==> config.mk <==
export PLATFORM = sky130hd
export DESIGN_NAME = cpu_core_p_flat
export DESIGN_NICKNAME = d
export VERILOG_FILES = /design/src/rtl/cpu_core_p_if.sv /design/src/rtl/cpu_core_p.sv /design/src/flat_wrapper.sv
export SDC_FILE = /design/constraint.sdc
export NUM_CORES = 1
export LEC_CHECK = 0
export CORE_ASPECT_RATIO = 0.7
export CORE_MARGIN = 2
export CORE_UTILIZATION = 45
export DETAILED_ROUTE_END_ITERATION = 16
export PLACE_DENSITY = 0.68
export SYNTH_ARGS = -nofsm -noshare
export SYNTH_HDL_FRONTEND = slang
export SYNTH_SLANG_ARGS = --single-unit
==> constraint.sdc <==
create_clock -name clk -period 3.6 [get_ports clk]
set_clock_uncertainty 0.1 [all_clocks]
set_input_delay 0.72 -clock clk [delete_from_list [all_inputs] [get_ports clk]]
set_output_delay 0.72 -clock clk [all_outputs]
set_load 0.005 [all_outputs]
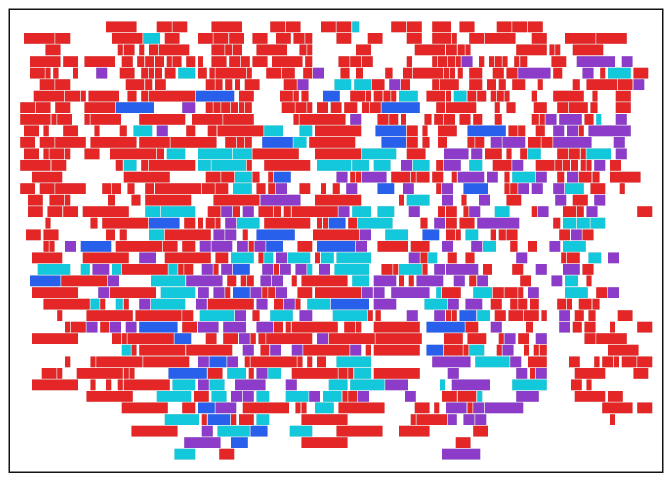
(run_1/sizes.png)
- _3 and _4 cells: purple (cells 164; share 19%; most used buf_4)
- _2 cells: cyan (cells 102; share 12%; most used mux4_2)
- _0 and _1 cells: red (cells 582; share 66%; most used nor2_1)
- _6 and larger: blue (cells 33; share 3.7%; most used buf_6)
Non-clk bufs: 198
setup ws final: -0.03859 ns
area grow syn2layout: 36.95%

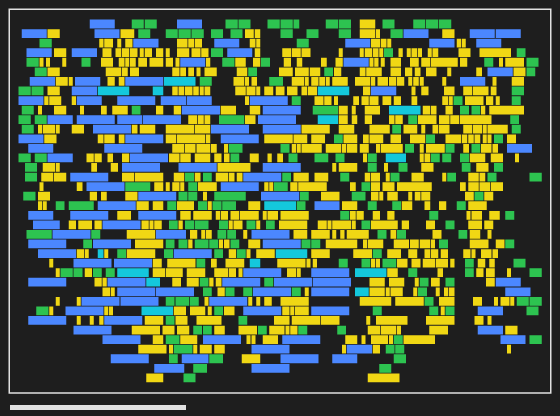
(run_1/placement_by_type.png)
Bar = 50 um.
- remaining buffers and delay cells: green (cells 198)
- combinational and other logic: yellow (cells 557)
- sequential cells: blue (cells 110)
- clock drivers and dummy loads: cyan (cells 16)
core area: 15,400 um2
Final Cell Area: 9651 um2

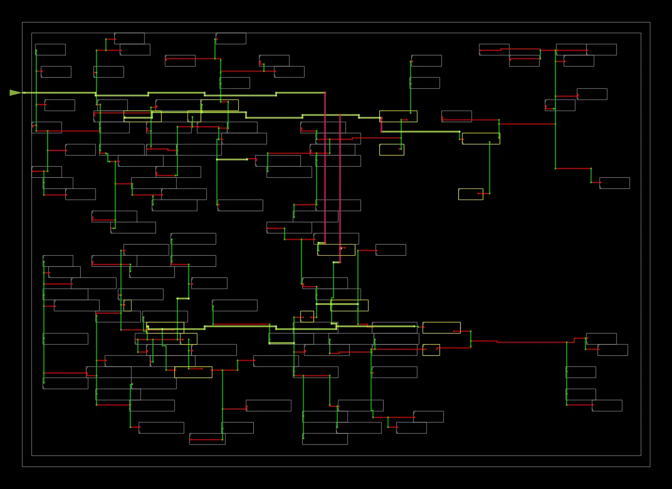
(run_1/clocks.png)
Clock Power: 0.00102 W
CTS Buf Count: 9
CTS Sinks: 110

==> impl_metrics.yaml, run 1 <==
# yosys + openroad results
clock_tree:
  insertion_delay_ns: 0.36
  cts_tree: "yes"
yosys:
  synth.most_common_cell: "nor2_1"
  synth_warnings: 0
  synth_cells: 722
  syn-num-nets: 781
  syn_area_um2: 7047
  area_leaders: "edfxtp_1 (27%), dfxtp_1 (13%), mux4_2 (5.4%)"
  synth.top_cells.by_count: "nor2_1 (94), edfxtp_1 (64), dfxtp_1 (46)"
sta:
  setup_viol: 10
  drv_slew: 0
  fin_crit_sh_pct: 101.1
  setup_slack_ns: -0.03859
die:
  fp-row-count: 38
power_and_ir_drop:
  ir_drop_uv: 272.8
place:
  hpwl_um: 16450
run_status:
  violations: "setup timing"
  outcome: "complete, but fails checks"
critical_path:
  cp_max_fo: 7
  critPathKind: "reg -> reg"
final_layout:
  fin_util_pct: 62.65
  fillCellCount: 1291
  comb_area_um2: 4333
  drive_gt1_share_pct: 33.94
run:
  warning_count: 47
detailed_routing:
  num_vias: 6485
  wirelength_um: 22630
global_route:
  grt_pass1_vias: 6097
  grt_use_total_pct: 26.26
min_path:
  min_path_type: "reg -> reg"
[run 1: routing by layer]
layer,wire [um],vias up,GRT usage (%)
li1,-,2969,-
met1,9830,3168,37.54
met2,10350,314,40.86
met3,2040,34,6.002
met4,412,0,6.094
met5,0,-,0
[run 1: where the power goes]
part / internal [W] / switching (W)
Combinational: 0.000627 / 0.000644
Clock: 0.000494 / 0.000529
Sequential: 0.00139 / 0.0000613
[run 1: timing repair]
item	4_1_cts	5_1_grt
gates resized	37	115
setup buffers	2	18
gates cloned	0	1
endpoints found under the hold margin	0	0
pin swaps	12	50
endpoints found under the setup margin	60	61
[run 1: final cells by class]
class                   instances  area share, %
clock buffers                   9          2.334
inverters                      39          1.621
multi-input cells             518          44.90
flip-flops and latches        110          29.56
repair buffers                198          18.19
well taps                     200          2.593
clock inverters                 7         0.8038
[run 1: cells in the final DEF, fill, tap and decap left out, types with 9 or more instances in the layout]
cell type        Yosys  final
nor2b_1             16     11
clkdlybuf4s50_1      0     54
edfxtp_1            64     64
clkbuf_16            0     10
nand2b_1            14     14
a22o_1              10     10
a211oi_2             2      9
a21oi_1             34     25
nand3_1             10      9
ha_1                30     18
o21ai_0             38     25
nor2_1              94     86
mux2i_1             36     35
a21oi_2              0      9
mux4_2              17     17
buf_4                3    123
dfxtp_1             46     42
nor3_1              14      9
buf_6                1     13
inv_1               38     30
a211oi_1            20     12
nand2_1             31     30
[run 1: cells by family (layout without fill, tap and decap cells)]
kind of cell / Yosys count / count (layout) / synth area share (%)
simple gates: 233 / 233 / 16.76
compound gates: 185 / 185 / 18.64
flops: 110 / 110 / 40.34
buf+inv: 94 / 253 / 5.451
mux: 67 / 67 / 12.78
fa+ha+maj: 32 / 32 / 5.895
xor+xnor: 1 / 1 / 0.1243
[run 1: worst reg2reg max path, delay by kind of cell (launching register included)]
| kind | cells | cell delay (ns) |
|---|---|---|
| AOI/OAI and AO/OA | 5 | 1.40 |
| buffers and inverters | 5 | 0.62 |
| DFF | 1 | 0.43 |
| and+or+nand+nor | 2 | 0.42 |
| muxes | 1 | 0.34 |
| adders and majority gates | 1 | 0.18 |
[run 1: through the flow]
stage / cell area [um2] / hold WS, ns
final: 9651 / 0.3911
after global routing: 9651 / 0.4210
after CTS: 9045 / 0.3908
after detailed placement: 8587 / 0.3713
after global placement: 8587 / 0.3623
after floorplan: 7052 / 0.3656
==> run_1/clk_routes.png <==
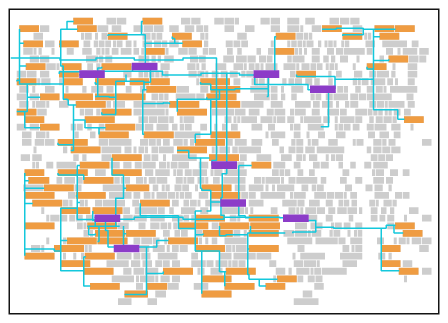

==> run 2: changes to the inputs <==
--- a/config.mk
+++ b/config.mk
@@ -6,10 +6,11 @@
 export NUM_CORES = 1
 export LEC_CHECK = 0
 export CORE_ASPECT_RATIO = 0.7
-export CORE_MARGIN = 2
+export CORE_MARGIN = 1
 export CORE_UTILIZATION = 45
 export DETAILED_ROUTE_END_ITERATION = 16
 export PLACE_DENSITY = 0.68
+export SLEW_MARGIN = 20
 export SYNTH_ARGS = -nofsm -noshare
 export SYNTH_HDL_FRONTEND = slang
 export SYNTH_SLANG_ARGS = --single-unit
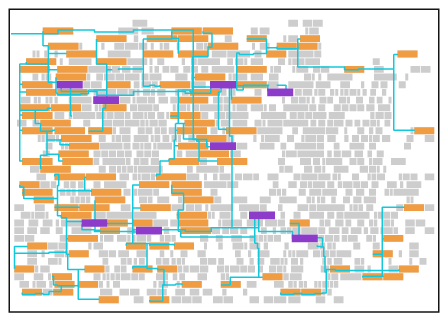
(run_2/clk_routes.png)
- clock drivers: purple (count 9)
- clock wires: cyan (length 1,460 um)
- flip-flops: orange (count 110)
- flops lie: all over the die
Clock power frac: 27.1%
Clock Power: 0.00101 W
clk latency late pin: 0.36 ns

==> run 2 against run 1 <==
Effect of this change: the flow now finishes without violations; final cell count down 1.6%; clock power hardly changed; via count fell by 0.19%; die area decreased by 3.1%; critical path depth shrank 1; critical endpoint is now u_core.regs_q[0][37]$_SDFFCE_PN0P_.
==> impl_metrics.yaml, run 2 <==
# yosys + openroad results
power_and_ir_drop:
  power.total_w: 0.003729
  ir_drop_uv: 287.0
  power_leakage_nw: 3.635
detailed_routing:
  num_vias: 6473
  post-route-drc-count: 0
  wirelength_um: 22230
  drt_iter0_markers: 675
clock_tree:
  cts_sinks: 110
  cts_made_buffers: 9
  cts_tree: "yes"
  clkTransAtPathRegs_ns: 0.08
yosys:
  ys_cells: 722
  synth.top_cells.by_count: "nor2_1 (94), edfxtp_1 (64), dfxtp_1 (46)"
  ys_sh_aoi_pct: 18.64
  synth_warnings: 0
  logic_family: "AND-OR/OR-AND gates"
  ys_seq_elements: 110
  synthAdderAreaFrac_pct: 5.895
  synth_cells: 722
  area_leaders: "edfxtp_1 (27%), dfxtp_1 (13%), mux4_2 (5.4%)"
  mux_share_pct: 12.78
  ys_sh_simple_pct: 16.76
  syn_area_um2: 7047
  xor_share_pct: 0.1243
  syn-num-nets: 781
  synth.most_common_cell: "nor2_1"
critical_path:
  crit_path_end_kind: "register"
  crit_arrival_ns: 3.69
  critPathKind: "reg -> reg"
  cp_max_fo: 7
die:
  fp-row-count: 37
  die_h_um: 106.7
sta:
  setup_viol: 0
  fin_crit_sh_pct: 99.97
  drv_slew: 0
place:
  placement.cell_area_um2: 8467
  hpwl_um: 16070
final_layout:
  final_nets: 923
  drive_gt1_share_pct: 32.68
  area_growth_pct: 35.49
  antenna_cells: 0
  lay_top_count: "buf_4"
  lay_top_cells: "buf_4 (110), nor2_1 (90), edfxtp_1 (64)"
global_route:
  grt_pass1_vias: 6007
  grt_use_total_pct: 27.40
  grt_antenna_before_repair: 0
min_path:
  min_path_type: "reg -> reg"
run:
  cap_violations: 0
  warning_count: 47
run_status:
  outcome: "completed"
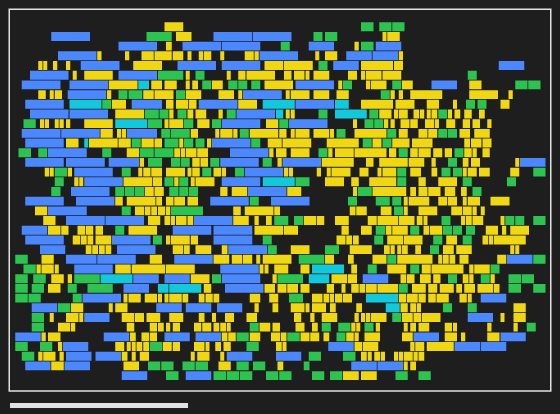
(run_2/placement_by_type.png)
Bar = 50 um.
final cell utilization of the core: 63.66%
Final Cell Area: 9548 um2
core area: 15,000 um2

-- run 2: cell types whose count changed in the layout (fill, tap and decap cells not counted), sizes merged --
cell and change:
buf -12, clkbuf +1, clkinv -4, clkinvlp -1
inv +4
-- run 2: logic make-up (layout without fill, tap and decap cells) --
| kind of cell | Yosys count | in the layout |
|---|---|---|
| AND-OR/OR-AND | 185 | 185 |
| XOR/XNOR | 1 | 1 |
| adder cells (fa/ha/maj) | 32 | 32 |
| buffers and inverters | 94 | 241 |
| flip-flops | 110 | 110 |
| multiplexers | 67 | 67 |
| AND/OR/NAND/NOR | 233 | 233 |
-- run 2: layer usage --
layer  wire length (um)  GRT usage (%)  share of wire (%)  up-vias
met5                  0              0                  0        -
met3               2024          6.170                9.1       26
met2               9986          40.80                 45      338
met1               9864          40.02                 44     3159
li1                   -              -                  -     2950
met4                353          6.719                1.6        0
-- run 2: critical path, stage by stage (launching register included) --
cell,delay [ns]
dfxtp_4,0.38
buf_6,0.12
buf_8,0.12
clkinvlp_4,0.17
a311oi_2,0.39
a2bb2oi_2,0.23
inv_1,0.09
ha_2,0.19
or2_1,0.24
o311a_4,0.34
or4_4,0.44
a32o_2,0.26
buf_6,0.14
a211oi_2,0.21
-- run 2: power by group --
group	switching (W)	internal (W)	total (W)
logic	0.000637	0.000628	0.00126
registers	0.0000620	0.00139	0.00145
clock network	0.000519	0.000493	0.00101
-- run 2: repair_timing --
action	4_1_cts	5_1_grt
resized	41	100
hold buffers	0	0
cloned	0	1
pin swaps	8	48
setup buffers	7	15
setup endpoints to repair	57	58
-- run 2: cell type report --
cell class              instances  area (um2)
flip-flops and latches        110        2858
clock buffers                  10       229.0
repair buffers                186        1682
inverters                      39       150.1
fillers                      1179        5451
clock inverters                 6       62.56
multi-input cells             518        4323
well taps                     195       244.0
-- run 2: per-stage QoR --
stage | hold WS (ns) | setup WS [ns]
2_1_floorplan | 0.3656 | 0.005362
3_3_place_gp | 0.3616 | -0.2035
3_5_place_dp | 0.3753 | -0.1894
4_1_cts | 0.3898 | -0.004494
5_1_grt | 0.4205 | -0.1028
6_report | 0.3854 | 0.0009359
Power and IR drop assume default switching activity.
